<file path="src/rtl/uprog_wcs.sv">
// Writable-control-store micro-programmed FSM.
// The control store is filled through a ready/valid load port, one microword
// per accepted beat, then executed: each cycle the word at {Q, IN} supplies
// the FSM outputs combinationally and the next state on the rising edge.
module uprog_wcs #(
    parameter int S_W = 2,
    parameter int I_W = 2,
    parameter int O_W = 2
) (
    input  logic               CLK,
    input  logic               CLR,
    input  logic               LD_START,
    input  logic               LD_VALID,
    input  logic [S_W+O_W-1:0] LD_DATA,
    output logic               LD_READY,
    output logic               DONE,
    input  logic [I_W-1:0]     IN,
    output logic [O_W-1:0]     OUT,
    output logic [S_W-1:0]     Q
);

    localparam int D_W   = S_W + O_W;
    localparam int A_W   = S_W + I_W;
    localparam int DEPTH = 1 << A_W;

    localparam logic [1:0] MODE_EMPTY = 2'd0;
    localparam logic [1:0] MODE_LOAD  = 2'd1;
    localparam logic [1:0] MODE_RUN   = 2'd2;

    logic [1:0]     mode;
    logic [A_W-1:0] ptr;
    logic [S_W-1:0] q;
    logic [A_W-1:0] addr;
    logic [D_W-1:0] word;
    logic           wr_en;
    logic [D_W-1:0] mem [DEPTH];

    assign addr     = {q, IN};
    assign word     = mem[addr];
    assign LD_READY = (mode == MODE_LOAD);
    assign DONE     = (mode == MODE_RUN);
    assign Q        = q;
    // A restart request in the same cycle as a valid beat drops that beat.
    assign wr_en    = !CLR && (mode == MODE_LOAD) && !LD_START && LD_VALID;

    // Microword output is only exposed while the table is executing.
    always_comb begin
        OUT = '0;
        if (mode == MODE_RUN) begin
            OUT = word[O_W-1:0];
        end
    end

    // Control store write port; contents are deliberately not cleared by CLR.
    always_ff @(posedge CLK) begin
        if (wr_en) begin
            mem[ptr] <= LD_DATA;
        end
    end

    // Mode sequencing, load pointer and FSM state register.
    always_ff @(posedge CLK) begin
        if (CLR) begin
            mode <= MODE_EMPTY;
            ptr  <= '0;
            q    <= '0;
        end else begin
            case (mode)
                MODE_EMPTY: begin
                    if (LD_START) begin
                        mode <= MODE_LOAD;
                        ptr  <= '0;
                    end
                end
                MODE_LOAD: begin
                    if (LD_START) begin
                        ptr <= '0;
                    end else if (LD_VALID) begin
                        ptr <= ptr + 1'b1;
                        if (ptr == '1) begin
                            mode <= MODE_RUN;
                            q    <= '0;
                        end
                    end
                end
                MODE_RUN: begin
                    if (LD_START) begin
                        mode <= MODE_LOAD;
                        ptr  <= '0;
                        q    <= '0;
                    end else begin
                        q <= word[D_W-1:O_W];
                    end
                end
                default: begin
                    mode <= MODE_EMPTY;
                    ptr  <= '0;
                    q    <= '0;
                end
            endcase
        end
    end

endmodule

</file>
<file path="config.mk">
export PLATFORM = sky130hd
export DESIGN_NAME = uprog_wcs
export DESIGN_NICKNAME = d
export VERILOG_FILES = /design/src/rtl/uprog_wcs.sv
export SDC_FILE = /design/constraint.sdc
export NUM_CORES = 1
export LEC_CHECK = 0
export ABC_CLOCK_PERIOD_IN_PS = 2500
export CELL_PAD_IN_SITES_DETAIL_PLACEMENT = 1
export CELL_PAD_IN_SITES_GLOBAL_PLACEMENT = 1
export CORE_ASPECT_RATIO = 0.7
export CORE_MARGIN = 5
export CORE_UTILIZATION = 45
export CTS_CLUSTER_SIZE = 40
export DETAILED_ROUTE_END_ITERATION = 10
export GPL_TIMING_DRIVEN = 0
export PLACE_DENSITY = 0.74
export SETUP_SLACK_MARGIN = 0.5
export SLEW_MARGIN = 0
export SYNTH_ARGS = -nofsm -noshare
export SYNTH_HDL_FRONTEND = slang
export SYNTH_SLANG_ARGS = --single-unit
export TNS_END_PERCENT = 50
</file>
<file path="constraint.sdc">
create_clock -name CLK -period 2.5 [get_ports CLK]
set_input_delay 0.25 -clock CLK [delete_from_list [all_inputs] [get_ports CLK]]
set_output_delay 0.25 -clock CLK [all_outputs]
set_load 0.01 [all_outputs]
</file>
==> GITHUB_STEP_SUMMARY, run 1 <==
### Metrics collected by this job

| Metric | Value |
|---|---|
| Status | `finished, final reports clean` |
| Min Hold Slack | `0.4367 ns` |
| CP Buf/Inv Count | `1` |
| Clock tree sinks | `72` |
| CTS tree | `done` |
| P&R area growth vs syn | `14.37%` |
| Comb area leader | `multiplexers` |
| Reg clk slew, reported paths | `0.07 ns` |
| Top reg by flops | `mem` |
| Peak supply drop | `0.0003347 V` |
| # Cells Yosys | `176` |
| Yosys warning count | `0` |
| Yosys top cell by area | `edfxtp_1` |
| # setup viols final | `0` |
| Vias in the first global route | `1786` |
| Met1 wire length | `2.890 mm` |
| Top cells, area | `edfxtp_1 (64%), mux4_2 (8.2%), dfxtp_1 (5.3%), mux4_1 (4.4%), nor2_1 (2.2%)` |
| First-pass GRT wire length | `10.16 mm` |
| YS chip area | `0.003012 mm²` |
| Max capacitance violation total | `0` |
| FP Core Util | `45.42%` |
| Postcts setup bufs | `0` |
| XOR Share, Synth | `0.5816%` |
| Cell depth of the worst setup path | `5` |
| Max reg flops | `64` |
| Flop area | `0.002082 mm²` |
| Mapped Area | `0.003012 mm²` |
| TritonCTS buffer count | `9` |
| Hold Buf Count CTS | `0` |
| # rows | `25` |
| Critical path origin | `mem[3][0]` |
| Router iterations before antenna repair | `5` |
| Die height | `78.45 µm` |
| Most frequent logic cell in the layout | `edfxtp_1` |
| Post-synthesis register bit count | `72` |
| Sequential power share | `58.1%` |
| Final Non-Filler Cells | `297` |
| Clock skew | `0.007697 ns` |
| Crit Path Category | `reg -> out` |
| Dominant flop cell | `edfxtp_1` |
Figure 1. Met1 routing (run 1).
The bar under the picture is 20 µm long. Supply wires on this layer in gray.
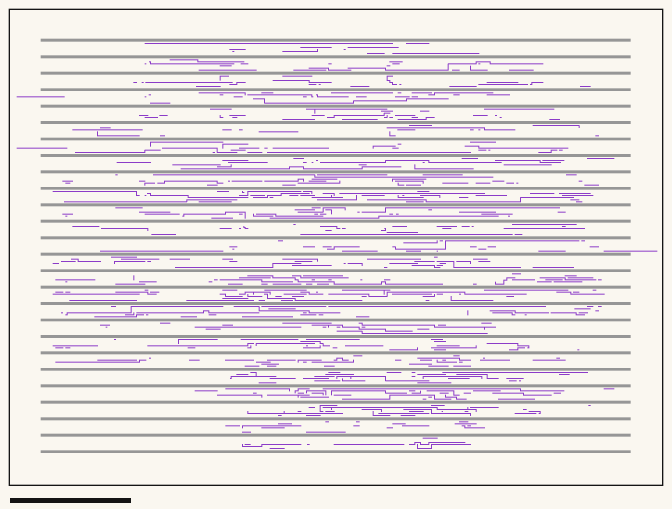
nets with wire on the layer: 199
wire length on this layer: 2890 µm
longest straight run: 40.9 µm
main direction: horizontal

Figure 2. Metal 2 (run 1).
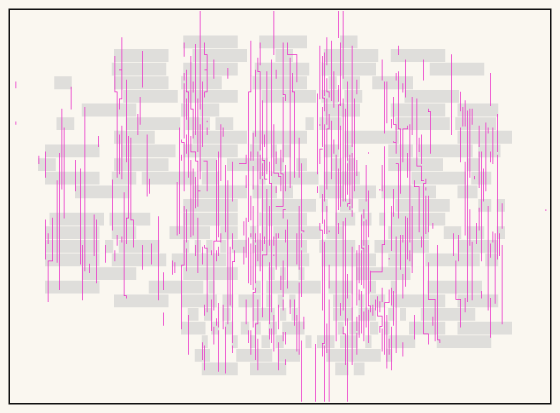
nets with wire on the layer: 195
share of all routed wire: 49%
longest straight run: 38.1 µm
main direction: vertical
met2 Use GR: 26.92%
DRT Wirelength: 6.395 mm
DR vias: 1616

Figure 3. M3 wires (run 1).
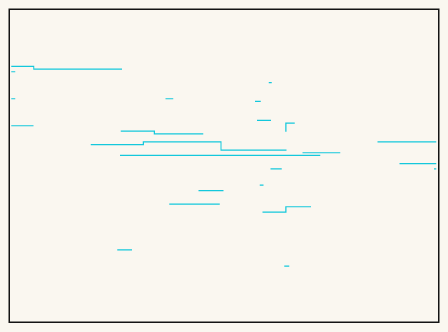
longest straight run: 50.1 µm
share of all routed wire: 3.8%
main direction: horizontal
GR Util met3: 4.601%

Figure 4. Routing congestion map (run 1).
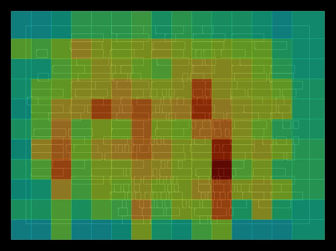

## Run 2: what changed since run 1
- ABC_CLOCK_PERIOD_IN_PS: 2500 -> 1900
- clock period: 2.5 -> 1.9 ns (I/O delays scaled with it)
Figure 5. Routing congestion map (run 2).
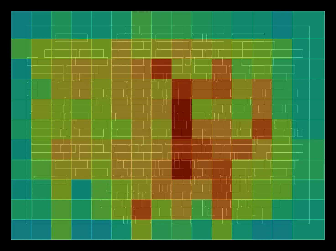
met2 Use GR: 28.10%
GRT Total Usage: 18.14%
GR Util met1: 24.41%
Post-Route Utilization: 57.77%

==> run 2 against run 1 <==
Against the previous run: the flow now finishes with violations (setup timing); final cell count increased by 2.7%; setup slack got worse by 0.56 ns; design area up 11%; critical endpoint is now OUT[1]; sequential power grew 32%; highest routed layer unchanged; hold slack got worse by 0.14 ns; via count up 6.5%; global-route usage is 1.4 points higher; power grew 41%; die area unchanged; non-clock buffer count increased by 7; combinational power increased by 64%; critical path depth is the same.
==> GITHUB_STEP_SUMMARY, run 2 <==
### Metrics collected by this job

| Metric | Value |
|---|---|
| GR Util met3 | `5.259%` |
| Most frequent logic cell in the layout | `edfxtp_1` |
| P&R area growth vs syn | `27.21%` |
| # setup viols final | `2` |
| Yosys warning count | `0` |
| Clock skew | `0.007002 ns` |
| DR vias | `1721` |
| Cell depth of the worst setup path | `5` |
| Failing checks | `setup timing` |
| FP Core Util | `45.42%` |
| Hold Buf Count CTS | `0` |
| TritonCTS buffer count | `9` |
| CTS tree | `done` |
| Max capacitance violation total | `0` |
| Reg clk slew, reported paths | `0.07 ns` |
| Crit path setup slack, layout | `-0.07683 ns` |
| Top reg by flops | `mem` |
| YS chip area | `0.003012 mm²` |
| # Cells Yosys | `176` |
| Status | `finished, violations left` |
| Router iterations before antenna repair | `4` |
| Met1 wire length | `3.131 mm` |
| Peak supply drop | `0.0004743 V` |
| Die height | `78.45 µm` |
| Sequential power share | `54.3%` |
| # rows | `25` |
No activity file was given, so power comes from the tool's default toggle rates.
